[src/rtl/smartlift_ctrl_if.sv]
// Request/status bundle between the request decoder, the lift controller and the display logic.
// REQ_VALID is a one-cycle strobe with no ready: the controller accepts every strobe unconditionally.
interface smartlift_ctrl_if #(
    parameter int N_FLOORS = 9,
    parameter int FLOOR_W  = 4
);
    logic                REQ_VALID;
    logic [FLOOR_W-1:0]  REQ_FLOOR;
    logic [FLOOR_W-1:0]  CUR_FLOOR;
    logic [1:0]          MOVIMENTO;
    logic                DOOR_OPEN;
    logic                DOOR_CLOSED;
    logic [N_FLOORS-1:0] PENDING;
    logic                ARRIVE;
    logic                REQ_ERR;
    logic [1:0]          dbg_state;

    modport master (
        output REQ_VALID, REQ_FLOOR,
        input  CUR_FLOOR, MOVIMENTO, DOOR_OPEN, DOOR_CLOSED, PENDING, ARRIVE, REQ_ERR, dbg_state
    );

    modport slave (
        input  REQ_VALID, REQ_FLOOR,
        output CUR_FLOOR, MOVIMENTO, DOOR_OPEN, DOOR_CLOSED, PENDING, ARRIVE, REQ_ERR, dbg_state
    );
endinterface

[src/rtl/smartlift_ctrl.sv]
// SCAN elevator controller: latches floor requests, travels floor by floor, dwells with the door open.
// Optional emergency stop input is enabled by defining SMARTLIFT_ESTOP_EN.
module smartlift_ctrl #(
    parameter int N_FLOORS      = 9,
    parameter int FLOOR_W       = 4,
    parameter int TRAVEL_CYCLES = 50_000_000,
    parameter int DOOR_CYCLES   = 100_000_000,
    parameter int HOME_FLOOR    = 0
) (
    input  logic CLOCK_50,
    input  logic RESET,
`ifdef SMARTLIFT_ESTOP_EN
    input  logic ESTOP,
`endif
    smartlift_ctrl_if.slave bus
);

    localparam int MAX_LOAD = ((TRAVEL_CYCLES > DOOR_CYCLES) ? TRAVEL_CYCLES : DOOR_CYCLES) - 1;
    localparam int TIMER_W  = (MAX_LOAD < 2) ? 1 : $clog2(MAX_LOAD + 1);

    localparam logic [TIMER_W-1:0] TRAVEL_LOAD = TIMER_W'(TRAVEL_CYCLES - 1);
    localparam logic [TIMER_W-1:0] DOOR_LOAD   = TIMER_W'(DOOR_CYCLES - 1);
    localparam logic [FLOOR_W-1:0] HOME        = FLOOR_W'(HOME_FLOOR);
    localparam logic [FLOOR_W:0]   FLOOR_LIM   = (FLOOR_W + 1)'(N_FLOORS);

    localparam logic [1:0] MOV_STOP = 2'd0;
    localparam logic [1:0] MOV_UP   = 2'd1;
    localparam logic [1:0] MOV_DOWN = 2'd2;
    localparam logic [1:0] MOV_HALT = 2'd3;

    typedef enum logic [1:0] {
        S_IDLE = 2'd0,
        S_MOVE = 2'd1,
        S_DOOR = 2'd2
    } state_t;

    state_t              state_q, state_d;
    logic [FLOOR_W-1:0]  cur_floor_q, cur_floor_d;
    logic [1:0]          mov_q, mov_d;
    logic                door_open_q, door_open_d;
    logic [N_FLOORS-1:0] pending_q, pending_d;
    logic                arrive_q, arrive_d;
    logic                req_err_q, req_err_d;
    logic [TIMER_W-1:0]  timer_q, timer_d;
    logic                dir_up_q, dir_up_d;

    logic                estop;
    logic                req_in_range;
    logic [FLOOR_W-1:0]  next_floor;
    logic [N_FLOORS-1:0] req_onehot;
    logic [N_FLOORS-1:0] cur_onehot;
    logic [N_FLOORS-1:0] next_onehot;
    logic [N_FLOORS-1:0] above_mask;
    logic [N_FLOORS-1:0] below_mask;
    logic                pend_here;
    logic                pend_above;
    logic                pend_below;

`ifdef SMARTLIFT_ESTOP_EN
    assign estop = ESTOP;
`else
    assign estop = 1'b0;
`endif

    assign req_in_range = ({1'b0, bus.REQ_FLOOR} < FLOOR_LIM);
    // Only used on a timer expiry in MOVE, where the direction always points at a pending floor.
    assign next_floor   = dir_up_q ? (cur_floor_q + FLOOR_W'(1)) : (cur_floor_q - FLOOR_W'(1));

    always_comb begin
        req_onehot  = '0;
        cur_onehot  = '0;
        next_onehot = '0;
        above_mask  = '0;
        below_mask  = '0;
        for (int i = 0; i < N_FLOORS; i++) begin
            req_onehot[i]  = bus.REQ_VALID && req_in_range && (bus.REQ_FLOOR == FLOOR_W'(i));
            cur_onehot[i]  = (cur_floor_q == FLOOR_W'(i));
            next_onehot[i] = (next_floor == FLOOR_W'(i));
            above_mask[i]  = (FLOOR_W'(i) > cur_floor_q);
            below_mask[i]  = (FLOOR_W'(i) < cur_floor_q);
        end
    end

    assign pend_here  = |(pending_q & cur_onehot);
    assign pend_above = |(pending_q & above_mask);
    assign pend_below = |(pending_q & below_mask);

    always_comb begin
        state_d     = state_q;
        cur_floor_d = cur_floor_q;
        door_open_d = door_open_q;
        timer_d     = timer_q;
        dir_up_d    = dir_up_q;
        arrive_d    = 1'b0;
        req_err_d   = bus.REQ_VALID && !req_in_range;
        pending_d   = pending_q | req_onehot;

        if (estop) begin
            // Frozen: only request latching continues; a door-floor request is still absorbed.
            if (state_q == S_DOOR) begin
                pending_d = pending_q | (req_onehot & ~cur_onehot);
            end
        end else begin
            case (state_q)
                S_IDLE: begin
                    if (pend_here) begin
                        state_d     = S_DOOR;
                        door_open_d = 1'b1;
                        timer_d     = DOOR_LOAD;
                        pending_d   = (pending_q | req_onehot) & ~cur_onehot;
                    end else if (pend_above && (dir_up_q || !pend_below)) begin
                        state_d  = S_MOVE;
                        dir_up_d = 1'b1;
                        timer_d  = TRAVEL_LOAD;
                    end else if (pend_below) begin
                        state_d  = S_MOVE;
                        dir_up_d = 1'b0;
                        timer_d  = TRAVEL_LOAD;
                    end
                end
                S_MOVE: begin
                    if (timer_q == '0) begin
                        cur_floor_d = next_floor;
                        arrive_d    = 1'b1;
                        // A request landing on the arrival edge is served by this stop.
                        if (|((pending_q | req_onehot) & next_onehot)) begin
                            state_d     = S_DOOR;
                            door_open_d = 1'b1;
                            timer_d     = DOOR_LOAD;
                            pending_d   = (pending_q | req_onehot) & ~next_onehot;
                        end else begin
                            timer_d = TRAVEL_LOAD;
                        end
                    end else begin
                        timer_d = timer_q - TIMER_W'(1);
                    end
                end
                S_DOOR: begin
                    pending_d = pending_q | (req_onehot & ~cur_onehot);
                    if (|(req_onehot & cur_onehot)) begin
                        timer_d = DOOR_LOAD;
                    end else if (timer_q == '0) begin
                        state_d     = S_IDLE;
                        door_open_d = 1'b0;
                    end else begin
                        timer_d = timer_q - TIMER_W'(1);
                    end
                end
                default: begin
                    state_d     = S_IDLE;
                    door_open_d = 1'b0;
                end
            endcase
        end

        // Derived from the next state so that releasing ESTOP restores the travel indication.
        if (estop) begin
            mov_d = MOV_HALT;
        end else if (state_d == S_MOVE) begin
            mov_d = dir_up_d ? MOV_UP : MOV_DOWN;
        end else begin
            mov_d = MOV_STOP;
        end
    end

    always_ff @(posedge CLOCK_50) begin
        if (RESET) begin
            state_q     <= S_IDLE;
            cur_floor_q <= HOME;
            mov_q       <= MOV_STOP;
            door_open_q <= 1'b0;
            pending_q   <= '0;
            arrive_q    <= 1'b0;
            req_err_q   <= 1'b0;
            timer_q     <= '0;
            dir_up_q    <= 1'b1;
        end else begin
            state_q     <= state_d;
            cur_floor_q <= cur_floor_d;
            mov_q       <= mov_d;
            door_open_q <= door_open_d;
            pending_q   <= pending_d;
            arrive_q    <= arrive_d;
            req_err_q   <= req_err_d;
            timer_q     <= timer_d;
            dir_up_q    <= dir_up_d;
        end
    end

    assign bus.CUR_FLOOR   = cur_floor_q;
    assign bus.MOVIMENTO   = mov_q;
    assign bus.DOOR_OPEN   = door_open_q;
    assign bus.DOOR_CLOSED = ~door_open_q;
    assign bus.PENDING     = pending_q;
    assign bus.ARRIVE      = arrive_q;
    assign bus.REQ_ERR     = req_err_q;
    assign bus.dbg_state   = state_q;

endmodule
[src/flat_wrapper.sv]
// flat-port wrapper written by rule: the top's interface ports become plain ports
module smartlift_ctrl_flat 
#(
    parameter int N_FLOORS      = 9,
    parameter int FLOOR_W       = 4,
    parameter int TRAVEL_CYCLES = 50_000_000,
    parameter int DOOR_CYCLES   = 100_000_000,
    parameter int HOME_FLOOR    = 0
)
  (CLOCK_50, RESET, bus_REQ_VALID, bus_REQ_FLOOR, bus_CUR_FLOOR, bus_MOVIMENTO, bus_DOOR_OPEN, bus_DOOR_CLOSED, bus_PENDING, bus_ARRIVE, bus_REQ_ERR, bus_dbg_state);
  smartlift_ctrl_if #(.N_FLOORS(N_FLOORS), .FLOOR_W(FLOOR_W)) bus_i ();
  input  logic CLOCK_50;
  input  logic RESET;
  input wire logic [$bits(bus_i.REQ_VALID)-1:0] bus_REQ_VALID;
  input wire logic [$bits(bus_i.REQ_FLOOR)-1:0] bus_REQ_FLOOR;
  output wire logic [$bits(bus_i.CUR_FLOOR)-1:0] bus_CUR_FLOOR;
  output wire logic [$bits(bus_i.MOVIMENTO)-1:0] bus_MOVIMENTO;
  output wire logic [$bits(bus_i.DOOR_OPEN)-1:0] bus_DOOR_OPEN;
  output wire logic [$bits(bus_i.DOOR_CLOSED)-1:0] bus_DOOR_CLOSED;
  output wire logic [$bits(bus_i.PENDING)-1:0] bus_PENDING;
  output wire logic [$bits(bus_i.ARRIVE)-1:0] bus_ARRIVE;
  output wire logic [$bits(bus_i.REQ_ERR)-1:0] bus_REQ_ERR;
  output wire logic [$bits(bus_i.dbg_state)-1:0] bus_dbg_state;
  assign bus_i.REQ_VALID = bus_REQ_VALID;
  assign bus_i.REQ_FLOOR = bus_REQ_FLOOR;
  assign bus_CUR_FLOOR = bus_i.CUR_FLOOR;
  assign bus_MOVIMENTO = bus_i.MOVIMENTO;
  assign bus_DOOR_OPEN = bus_i.DOOR_OPEN;
  assign bus_DOOR_CLOSED = bus_i.DOOR_CLOSED;
  assign bus_PENDING = bus_i.PENDING;
  assign bus_ARRIVE = bus_i.ARRIVE;
  assign bus_REQ_ERR = bus_i.REQ_ERR;
  assign bus_dbg_state = bus_i.dbg_state;
  smartlift_ctrl #(.N_FLOORS(N_FLOORS), .FLOOR_W(FLOOR_W), .TRAVEL_CYCLES(TRAVEL_CYCLES), .DOOR_CYCLES(DOOR_CYCLES), .HOME_FLOOR(HOME_FLOOR)) u_core (.CLOCK_50(CLOCK_50), .RESET(RESET), .bus(bus_i));
endmodule
[config.mk]
export PLATFORM = sky130hd
export DESIGN_NAME = smartlift_ctrl_flat
export DESIGN_NICKNAME = d
export VERILOG_FILES = /design/src/rtl/smartlift_ctrl_if.sv /design/src/rtl/smartlift_ctrl.sv /design/src/flat_wrapper.sv
export SDC_FILE = /design/constraint.sdc
export NUM_CORES = 1
export LEC_CHECK = 0
export CORE_AREA = 2 2 123 125
export DETAILED_ROUTE_END_ITERATION = 12
export DIE_AREA = 0 0 125 127
export PLACE_DENSITY_LB_ADDON = 0.2
export SYNTH_ARGS = -nofsm -noshare
export SYNTH_HDL_FRONTEND = slang
export SYNTH_SLANG_ARGS = --single-unit
[constraint.sdc]
create_clock -name CLOCK_50 -period 4.05 [get_ports CLOCK_50]
set_input_delay 0.81 -clock CLOCK_50 [delete_from_list [all_inputs] [get_ports CLOCK_50]]
set_output_delay 0.81 -clock CLOCK_50 [all_outputs]
set_load 0.01 [all_outputs]
logic_types.png
(3 px per um)
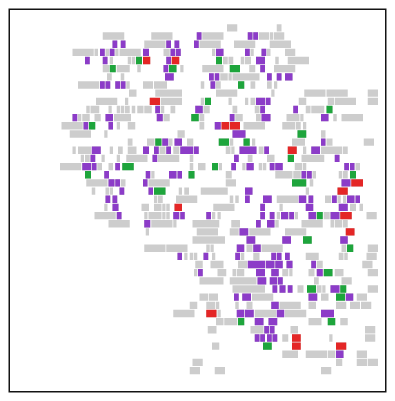
legend:
  purple:
    family: inverting AOI/OAI gates
    cells: 159
  red:
    family: AND-OR and OR-AND gates
    cells: 15
  green:
    family: AND and OR gates
    cells: 32
Top cell excl fill/tap: a21oi_1
combinational share of cell area: 58.0%
non-filler cells, final: 691

==> reports/metrics.yaml <==
critical_path:
  max_stage_delay_ps: 680
  slowest_stage: "a2111oi_0"
  rr_endpoint: "u_core.timer_q[9]"
  cp_max_fo: 8
  worstPathRequired_ps: 4180
  reg2reg_slack_ps: 600
  critPathLaunch: "bus_REQ_FLOOR[2]"
  cp.arrival_ps: 3760
  r2r-start: "u_core.bus.CUR_FLOOR[0]"
  r2r_cells: 11
  start_kind: "input port"
  crit_type: "input port to register"
  endpoint: "u_core.bus.PENDING[0]"
timing:
  fmax_mhz: 275
  worstMarginPinSlew_ps: 938
  post-route-period-util_pct: 89.7
  rsz0062_at_grt: "no"
  relSlewSlack_pct: 37.2
  tns_ps: 0
  setup_viol: 0
global_routing:
  antenna_found_initial: 0
  globalRouteOverflowTotal: 0
  groute.usage.overall_pct: 14.8
finish:
  num_antenna_cells: 0
  final_cell_mix: "49 x a21oi_1, 48 x dfxtp_1, 46 x nor2_1, 41 x nand2_1, 35 x o21ai_0"
  buffer_area_share_pct: 9.09
  buffers: 44
  logic_area_um2: 2510
  n_clock_buffer: 5
  dominant_cells: "combinational gates"
  clkCellAreaFrac_pct: 4.28
  seq_cell_count: 48
  inv_count: 12
  layout-drive-gt1-share_pct: 9.86
  seq_area_share_pct: 22.2
  fin_nets: 523
  num-multi-input-gates: 396
synth:
  yosysWarnings: 0
  ys_seq_share_pct: 26.0
  ys_ff: 48
  synth-async-reset-ratio_pct: 0
  yosysChipArea_um2: 3690
  synth-cells-yosys: 490
  edf_count: 0
  yosys-top-cells-count: "49 x a21oi_1, 48 x dfxtp_1, 46 x nor2_1"
  yosysTopAreaCell: "dfxtp_1"
  synth_cells: 490
  synth_nets: 506
  syn_area_um2: 3690
cts:
  post_cts_buffers: 0
  ctsLongestPathBuffers: 2
  postCtsResizedCells: 0
  cts.sinks: 48
  hold_buffers: 0
  cts_tree: "done"
  cts_htree_levels: 2
routing:
  vias: 3801
  drc: 0
  first_iter_violations: 315
  wl_mm: 11.8
  wl_per_cell_um: 17.1
worst_hold_path:
  worstHoldEndpoint: "u_core.timer_q[10]"
  min_path_cells: 2
placed_design:
  hpwl_mm: 8.63
  place_congestion: 0.875
die:
  die_width_um: 125
  die-area_um2: 15900
  n_tap_cell: 184
  initial_utilization_pct: 25.6
  ios: 28
  chipHeight_um: 127
  coreArea_um2: 14400
  rows: 44
job:
  drv_cap: 0
  tool_warnings: 32
pwr:
  p_leak_nw: 1.43
  vdd_drop_max_mv: 0.161
run_status:
  outcome: "complete, no violations"
congestion.png
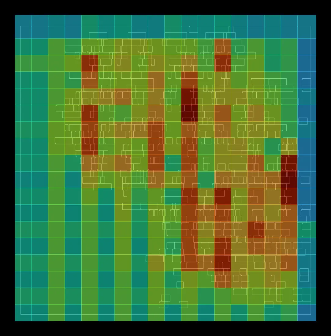
met2 Use GR: 24.7%
grt met3 use: 1.88%
fin util: 30.0%
global route hottest layer: met2

==> flip-flops by register name (all words and copies together), names as in the netlist <==
signal,flops
u_core.bus.PENDING,9
u_core.bus.dbg_state,2
u_core.bus.MOVIMENTO,2
u_core.bus.REQ_ERR,1
u_core.timer_q,27
u_core.bus.CUR_FLOOR,4
u_core.bus.DOOR_OPEN,1
u_core.bus.ARRIVE,1
u_core.dir_up_q,1
==> logic make-up after synthesis <==
group / Yosys count / synth area share, %
AND-OR/OR-AND: 174 / 30.9
XOR/XNOR: 9 / 2.13
adder cells (fa/ha/maj): 9 / 3.05
buffers and inverters: 46 / 6.23
flip-flops: 48 / 26.0
multiplexers: 4 / 1.56
AND/OR/NAND/NOR: 200 / 30.1
==> through the flow <==
step           total power [mW]  cell area [um^2]  hold WS (ps)  worst slack (ps)  instances
6_report                   1.85              4320           471               418        691
5_1_grt                    1.98              4320           510               130        691
4_1_cts                    1.87              4320           472               479        691
3_5_place_dp               1.32              4140           462               176        684
3_3_place_gp               1.32              4140           458               223        684
2_1_floorplan              1.13              3690           442               847        490
==> worst max-delay path, delay by kind of cell <==
kind            cells  cell delay [ps]
compound gates      5             1520
simple gates        3              760
buf+inv             1              650
==> power breakdown <==
group	total (mW)	internal, mW	switching, mW
clock network	0.538	0.351	0.187
registers	0.622	0.536	0.0859
logic	0.692	0.272	0.420
total	1.85	1.16	0.693
==> routing by layer <==
metal / up-vias / GRT usage, % / wire length, um
met5: - / 0 / 0
met4: 0 / 4.97 / 245
met3: 16 / 1.88 / 341
met2: 80 / 24.7 / 5490
met1: 1829 / 19.7 / 5750
li1: 1876 / - / -
Power is estimated from default activity; no workload was simulated.
